**Run 1: cell outlines without signal wires**

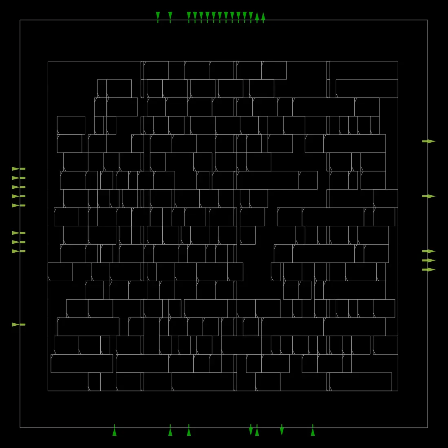
**Run 1: signal wires on met3**

(6 px per um)
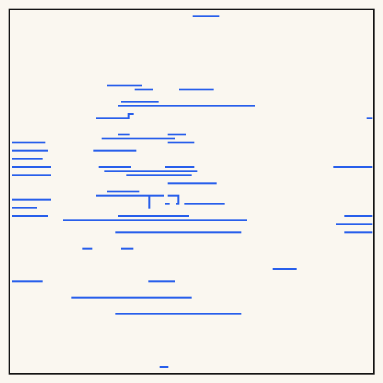
**Run 1: signal wires by layer**

(6 px per um) Two of the layers only.
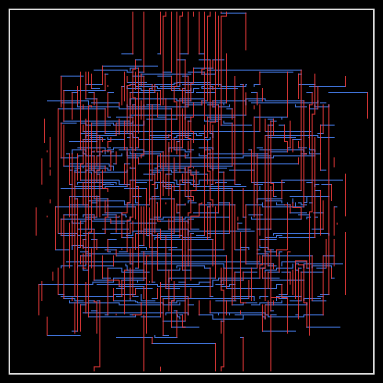
$ cat config.mk
export PLATFORM = sky130hd
export DESIGN_NAME = alu_op_arbiter
export DESIGN_NICKNAME = d
export VERILOG_FILES = /design/src/rtl/alu_op_arbiter.sv
export SDC_FILE = /design/constraint.sdc
export NUM_CORES = 1
export LEC_CHECK = 0
export CAP_MARGIN = 25
export CORE_MARGIN = 4
export CORE_UTILIZATION = 49
export CTS_CLUSTER_SIZE = 30
export DETAILED_ROUTE_END_ITERATION = 10
export GPL_TIMING_DRIVEN = 1
export MAX_ROUTING_LAYER = met4
export PLACE_DENSITY = 0.81
export SLEW_MARGIN = 20
export SYNTH_ARGS = -nofsm -noshare
export SYNTH_HDL_FRONTEND = slang
export SYNTH_SLANG_ARGS = --single-unit
$ cat constraint.sdc
create_clock -name clk -period 3.3 [get_ports clk]
set_input_delay 0.66 -clock clk [delete_from_list [all_inputs] [get_ports clk]]
set_output_delay 0.66 -clock clk [all_outputs]
set_load 0.02 [all_outputs]
$ cat src/rtl/alu_op_arbiter.sv
// alu_op_arbiter: two requesters share one logical/shift unit.
// A round-robin grant happens only in IDLE. Logical ops finish in one cycle.
// Shifts move one bit position per cycle. The result is held until the
// consumer takes it.
module alu_op_arbiter #(
  parameter int width = 4
) (
  input  logic             clk,
  input  logic             rst,
  input  logic             req0_valid,
  output logic             req0_ready,
  input  logic [width-1:0] req0_A,
  input  logic [width-1:0] req0_B,
  input  logic [2:0]       req0_operation,
  input  logic             req1_valid,
  output logic             req1_ready,
  input  logic [width-1:0] req1_A,
  input  logic [width-1:0] req1_B,
  input  logic [2:0]       req1_operation,
  output logic             res_valid,
  input  logic             res_ready,
  output logic [width-1:0] res_Y,
  output logic             res_id,
  output logic             res_err
);

  localparam int CNT_W = $clog2(width + 1);
  localparam logic [CNT_W-1:0] CNT_MAX = CNT_W'(width);
  localparam logic [width-1:0] B_MAX   = width'(width);

  typedef enum logic [1:0] {IDLE, SHIFT, RESULT} state_t;

  state_t           state, state_nxt;
  logic             ptr;
  logic [CNT_W-1:0] cnt;
  logic             dir;
  logic [width-1:0] y;
  logic             id;
  logic             err;

  logic             gnt0, gnt1, gnt, gnt_id;
  logic [width-1:0] sel_a, sel_b;
  logic [2:0]       sel_op;
  logic             sel_shift;
  logic [CNT_W-1:0] sel_cnt;

  // The single-cycle ops. Shift codes and illegal codes return zero here.
  function automatic logic [width-1:0] logic_op(input logic [2:0] op,
                                                input logic [width-1:0] a,
                                                input logic [width-1:0] b);
    logic [width-1:0] r;
    case (op)
      3'b010:  r = a & b;
      3'b011:  r = a | b;
      3'b100:  r = a ^ b;
      3'b101:  r = ~a;
      default: r = '0;
    endcase
    return r;
  endfunction

  function automatic logic is_illegal(input logic [2:0] op);
    return (op[2:1] == 2'b00);
  endfunction

  // One zero-filled shift step. When dir is 1 the shift goes right.
  function automatic logic [width-1:0] shift_one(input logic [width-1:0] v,
                                                 input logic dir_r);
    return dir_r ? {1'b0, v[width-1:1]} : {v[width-2:0], 1'b0};
  endfunction

  // Round-robin grant. It is only possible in IDLE and is blocked while reset is high.
  always_comb begin
    gnt0 = 1'b0;
    gnt1 = 1'b0;
    if (state == IDLE && !rst) begin
      if (req0_valid && (!ptr || !req1_valid)) gnt0 = 1'b1;
      else if (req1_valid)                     gnt1 = 1'b1;
    end
  end

  assign gnt       = gnt0 | gnt1;
  assign gnt_id    = gnt1;
  assign sel_a     = gnt1 ? req1_A : req0_A;
  assign sel_b     = gnt1 ? req1_B : req0_B;
  assign sel_op    = gnt1 ? req1_operation : req0_operation;
  assign sel_shift = (sel_op[2:1] == 2'b11);
  // Shift amounts of width or more saturate, so the whole word shifts out.
  assign sel_cnt   = (sel_b >= B_MAX) ? CNT_MAX : sel_b[CNT_W-1:0];

  // State register
  always_ff @(posedge clk or posedge rst) begin
    if (rst) state <= IDLE;
    else     state <= state_nxt;
  end

  // Next-state logic
  always_comb begin
    state_nxt = state;
    case (state)
      IDLE: begin
        if (gnt) begin
          if (sel_shift && sel_cnt != '0) state_nxt = SHIFT;
          else                            state_nxt = RESULT;
        end
      end
      SHIFT: begin
        if (cnt == CNT_W'(1)) state_nxt = RESULT;
      end
      RESULT: begin
        if (res_ready) state_nxt = IDLE;
      end
      default: state_nxt = IDLE;
    endcase
  end

  // FSM outputs
  always_comb begin
    req0_ready = gnt0;
    req1_ready = gnt1;
    res_valid  = (state == RESULT);
  end

  // Operand capture at grant, then serial shifting. y doubles as the shift accumulator.
  always_ff @(posedge clk or posedge rst) begin
    if (rst) begin
      ptr <= 1'b0;
      cnt <= '0;
      dir <= 1'b0;
      y   <= '0;
      id  <= 1'b0;
      err <= 1'b0;
    end else if (gnt) begin
      ptr <= ~gnt_id;
      id  <= gnt_id;
      dir <= sel_op[0];
      if (sel_shift) begin
        y   <= sel_a;
        cnt <= sel_cnt;
        err <= 1'b0;
      end else begin
        y   <= logic_op(sel_op, sel_a, sel_b);
        cnt <= '0;
        err <= is_illegal(sel_op);
      end
    end else if (state == SHIFT) begin
      y   <= shift_one(y, dir);
      cnt <= cnt - CNT_W'(1);
    end
  end

  assign res_Y   = y;
  assign res_id  = id;
  assign res_err = err;

endmodule

==> run_summary.xml, run 1 <==
<?xml version="1.0" encoding="UTF-8"?>
<metrics>
  <group name="pwr">
    <metric name="seqPwrFrac" unit="">0.291</metric>
    <metric name="comb_cell_power" unit="W">0.000660</metric>
    <metric name="switching_power_total" unit="W">0.000489</metric>
  </group>
  <group name="route">
    <metric name="highest_layer" unit="">met4</metric>
    <metric name="routed_wire_length_on_met3" unit="um">336</metric>
    <metric name="drt-vias-per-instance" unit="">6.31</metric>
    <metric name="met2WireLength" unit="um">2070</metric>
  </group>
  <group name="clock_network">
    <metric name="clock_tree.root_cell" unit="">sky130_fd_sc_hd__clkbuf_4</metric>
    <metric name="cts.hold.buffers_added" unit="">0</metric>
    <metric name="clkLatencyLatePin" unit="ns">0.28</metric>
  </group>
  <group name="grt">
    <metric name="grt_util_met1" unit="">0.354</metric>
    <metric name="wire_length_of_the_first_global_routing_pass" unit="um">6850</metric>
  </group>
  <group name="synthesis">
    <metric name="ys_sh_simple" unit="">0.278</metric>
    <metric name="netlist.top_cell.by_instances" unit="">sky130_fd_sc_hd__nand2_1</metric>
  </group>
  <group name="timing">
    <metric name="max_freq" unit="MHz">326</metric>
    <metric name="unrepaired_setup_endpoints_after_global_routing" unit="">no</metric>
  </group>
  <group name="worst_setup_path">
    <metric name="regToRegStartpoint" unit="">state[1]$_DFFE_PP0P_</metric>
    <metric name="cp-end-kind" unit="">primary output</metric>
    <metric name="worst_ep_required_time" unit="ns">2.64</metric>
  </group>
  <group name="floorplanning">
    <metric name="rows" unit="">18</metric>
  </group>
  <group name="layout">
    <metric name="tally_of_clock_buffers_in_the_finished_layout" unit="">4</metric>
  </group>
  <group name="placed_design">
    <metric name="dp_cells" unit="">231</metric>
  </group>
  <group name="status">
    <metric name="run_status" unit="">finished, final reports clean</metric>
  </group>
</metrics>
-- 'cell outlines without signal wires' (at the start) --
fillers: 213
number of flip-flops and latches: 13
sequential share of cell area: 0.185

-- 'signal wires on met3' (at the start) --
- main direction: horizontal
- share of all routed wire: 8.1%
- longest straight run: 30.4 um
Routed WL: 4190 um
global-route met3 utilization: 0.0149
overall via count from detail_route: 1,483

-- 'signal wires by layer' (at the start) --
- red: met2 (wire length 2,070 um)
- blue: met1 (wire length 1,740 um)

==> run 2: changes to the inputs <==
CTS_BUF_LIST = sky130_fd_sc_hd__clkbuf_8 sky130_fd_sc_hd__clkbuf_16   (was default)
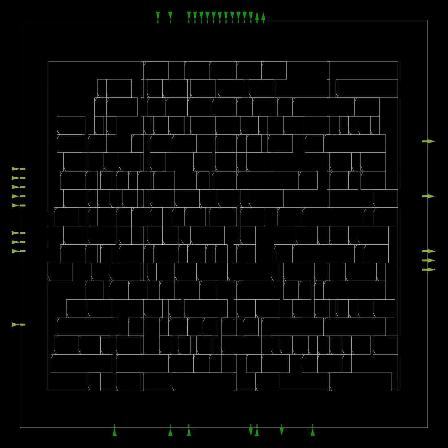
**Above:** run 2 (cell outlines without signal wires).
count of standard-cell rows: 18
placeable core region: 2540 um2
number of well taps: 30
Layout Cells excl Fill: 235
fillers: 208

==> run 2 against run 1 <==
Cell count unchanged. Critical path type unchanged. Via count grew 1.8%. Global-route usage increased by 0.14 points. Power up 3.7%. Clock skew fell by 0.0074 ns. Die size unchanged. Largest cell class unchanged.
==> run_summary.xml, run 2 <==
<?xml version="1.0" encoding="UTF-8"?>
<metrics>
  <group name="route">
    <metric name="drt-vias-per-instance" unit="">6.42</metric>
    <metric name="highest_layer" unit="">met4</metric>
    <metric name="met2WireLength" unit="um">2060</metric>
  </group>
  <group name="synthesis">
    <metric name="ys_sh_simple" unit="">0.278</metric>
    <metric name="netlist.top_cell.by_instances" unit="">sky130_fd_sc_hd__nand2_1</metric>
  </group>
  <group name="grt">
    <metric name="global_route.usage.met3" unit="">0.00213</metric>
    <metric name="wire_length_of_the_first_global_routing_pass" unit="um">6900</metric>
    <metric name="grt_util_met1" unit="">0.370</metric>
  </group>
  <group name="placed_design">
    <metric name="dp_cells" unit="">231</metric>
  </group>
  <group name="worst_setup_path">
    <metric name="cp-end-kind" unit="">primary output</metric>
    <metric name="worst_ep_required_time" unit="ns">2.64</metric>
  </group>
  <group name="status">
    <metric name="run_status" unit="">finished, final reports clean</metric>
  </group>
  <group name="pwr">
    <metric name="seqPwrFrac" unit="">0.281</metric>
    <metric name="switching_power_total" unit="W">0.000493</metric>
    <metric name="comb_cell_power" unit="W">0.000661</metric>
  </group>
  <group name="layout">
    <metric name="tally_of_clock_buffers_in_the_finished_layout" unit="">3</metric>
    <metric name="nFlopsAndLatches" unit="">13</metric>
    <metric name="share_of_final_layout_standard_cells_stronger_than_drive_strength_1" unit="">0.0878</metric>
    <metric name="sh_seq_area" unit="">0.183</metric>
  </group>
  <group name="clock_network">
    <metric name="cts.hold.buffers_added" unit="">0</metric>
    <metric name="clock_tree.root_cell" unit="">sky130_fd_sc_hd__clkbuf_8</metric>
    <metric name="clkLatencyLatePin" unit="ns">0.24</metric>
  </group>
</metrics>
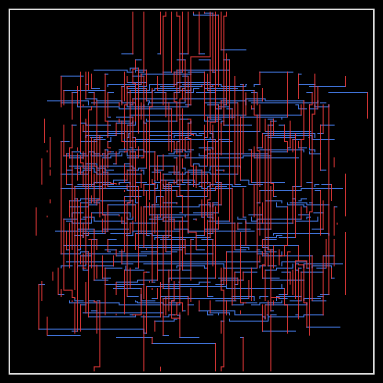
**Above:** run 2 (signal wires by layer).
(6 px per um) Two of the layers only.
- blue: met1 (wire length 1,670 um)
- red: met2 (wire length 2,060 um)
average wire per standard cell: 17.9 um
Routed WL: 4200 um
overall via count from detail_route: 1,509
global-route total usage across every layer: 0.260

==> run 3: changes to the inputs <==
==> constraint.sdc (replaced) <==
create_clock -name clk -period 3.25 [get_ports clk]
set_input_delay 0.65 -clock clk [delete_from_list [all_inputs] [get_ports clk]]
set_output_delay 0.65 -clock clk [all_outputs]
set_load 0.005 [all_outputs]
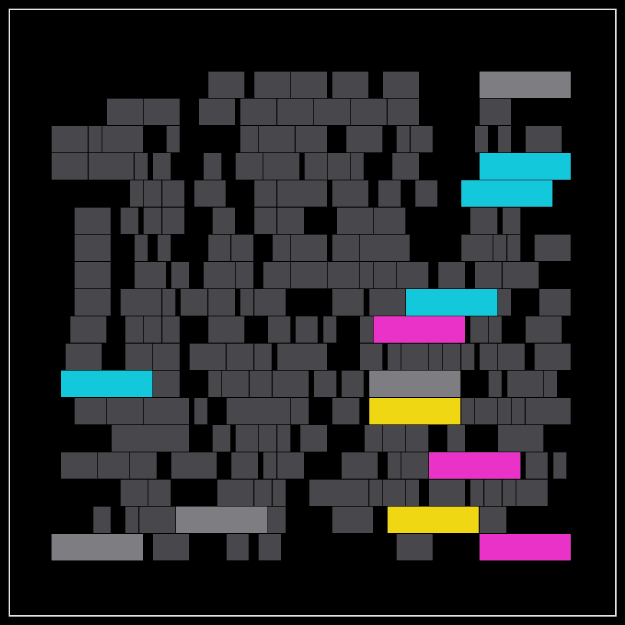
**Above:** run 3 (where the registers sit).
(10 px per um)
- magenta: `cnt` (sequential cells 3)
- cyan: `res_Y` (sequential cells 4)
- yellow: `state` (sequential cells 2)
- not colored: 4
sequential share of cell area: 0.182
Sequential cell area: 325 um2
core occupancy in the finished layout: 0.702
total sequential power: 0.000318 W

==> run 3 against run 2 <==
Sequential power increased by 1%. Cell area rose by 0.42%. Register-to-register slack got worse by 0.02 ns. First-iteration DRC count is 16% lower. Critical endpoint is now req1_ready. Setup slack got worse by 0.038 ns. Via count about the same. Count of clock-buffer cells in the layout is the same. Utilization is 0.30 points higher. Critical path depth stayed put.
==> run_summary.xml, run 3 <==
<?xml version="1.0" encoding="UTF-8"?>
<metrics>
  <group name="layout">
    <metric name="tally_of_clock_buffers_in_the_finished_layout" unit="">3</metric>
    <metric name="most-common-layout-cells" unit="">sky130_fd_sc_hd__clkdlybuf4s50_1 (35), sky130_fd_sc_hd__nand2_1 (19), sky130_fd_sc_hd__dfrtp_1 (13)</metric>
    <metric name="share_of_final_layout_standard_cells_stronger_than_drive_strength_1" unit="">0.0922</metric>
    <metric name="nFlopsAndLatches" unit="">13</metric>
    <metric name="finish.cell_count_without_fillers" unit="">236</metric>
    <metric name="flow.area_growth_from_synthesis" unit="%">32.1</metric>
    <metric name="fillers" unit="">218</metric>
  </group>
  <group name="pwr">
    <metric name="switching_share" unit="">0.412</metric>
    <metric name="seqPwrFrac" unit="">0.296</metric>
    <metric name="comb_cell_power" unit="W">0.000610</metric>
    <metric name="switching_power_total" unit="W">0.000442</metric>
  </group>
  <group name="route">
    <metric name="met2WireLength" unit="um">2030</metric>
    <metric name="drt_wl_total" unit="um">4220</metric>
    <metric name="highest_layer" unit="">met4</metric>
    <metric name="overall_via_count_from_detail_route" unit="">1508</metric>
  </group>
  <group name="floorplanning">
    <metric name="tapCellCount" unit="">30</metric>
    <metric name="coreArea" unit="um2">2540</metric>
    <metric name="rows" unit="">18</metric>
  </group>
  <group name="worst_setup_path">
    <metric name="cp-end-kind" unit="">primary output</metric>
    <metric name="critPathArrivalTime" unit="ns">2.40</metric>
    <metric name="endpoint" unit="">req1_ready</metric>
    <metric name="path_buffers" unit="">4</metric>
    <metric name="regToRegStartpoint" unit="">state[1]$_DFFE_PP0P_</metric>
    <metric name="worst_ep_required_time" unit="ns">2.60</metric>
  </group>
  <group name="grt">
    <metric name="global_route.usage.met3" unit="">0.0149</metric>
    <metric name="grt_util_met1" unit="">0.351</metric>
    <metric name="grt_use_total" unit="">0.256</metric>
    <metric name="initial_antenna_violation_count" unit="">0</metric>
  </group>
  <group name="clock_network">
    <metric name="cts.hold.buffers_added" unit="">0</metric>
    <metric name="clk_pin_slew" unit="ns">0.05</metric>
    <metric name="clkLatencyLatePin" unit="ns">0.25</metric>
    <metric name="clock_tree.root_cell" unit="">sky130_fd_sc_hd__clkbuf_8</metric>
  </group>
  <group name="status">
    <metric name="run_status" unit="">finished, final reports clean</metric>
  </group>
  <group name="hold_path">
    <metric name="worstHoldEndpoint" unit="">res_id$_DFFE_PP0N_</metric>
  </group>
  <group name="timing">
    <metric name="finalHoldViolations" unit="">0</metric>
  </group>
  <group name="synthesis">
    <metric name="ys_sh_simple" unit="">0.278</metric>
  </group>
  <group name="placed_design">
    <metric name="dp_cells" unit="">232</metric>
  </group>
</metrics>
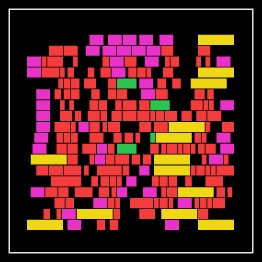
**Above:** run 3 (cell classes on the final placement).
(4 px per um)
- yellow: flip-flops (cells 13; share of their area 19%)
- red: all other logic (cells 148; share of their area 56%)
- green: clock drivers and dummy loads (cells 4; share of their area 2.6%)
- magenta: other buffers and delay cells (cells 41; share of their area 23%)

Power and IR drop assume default switching activity.
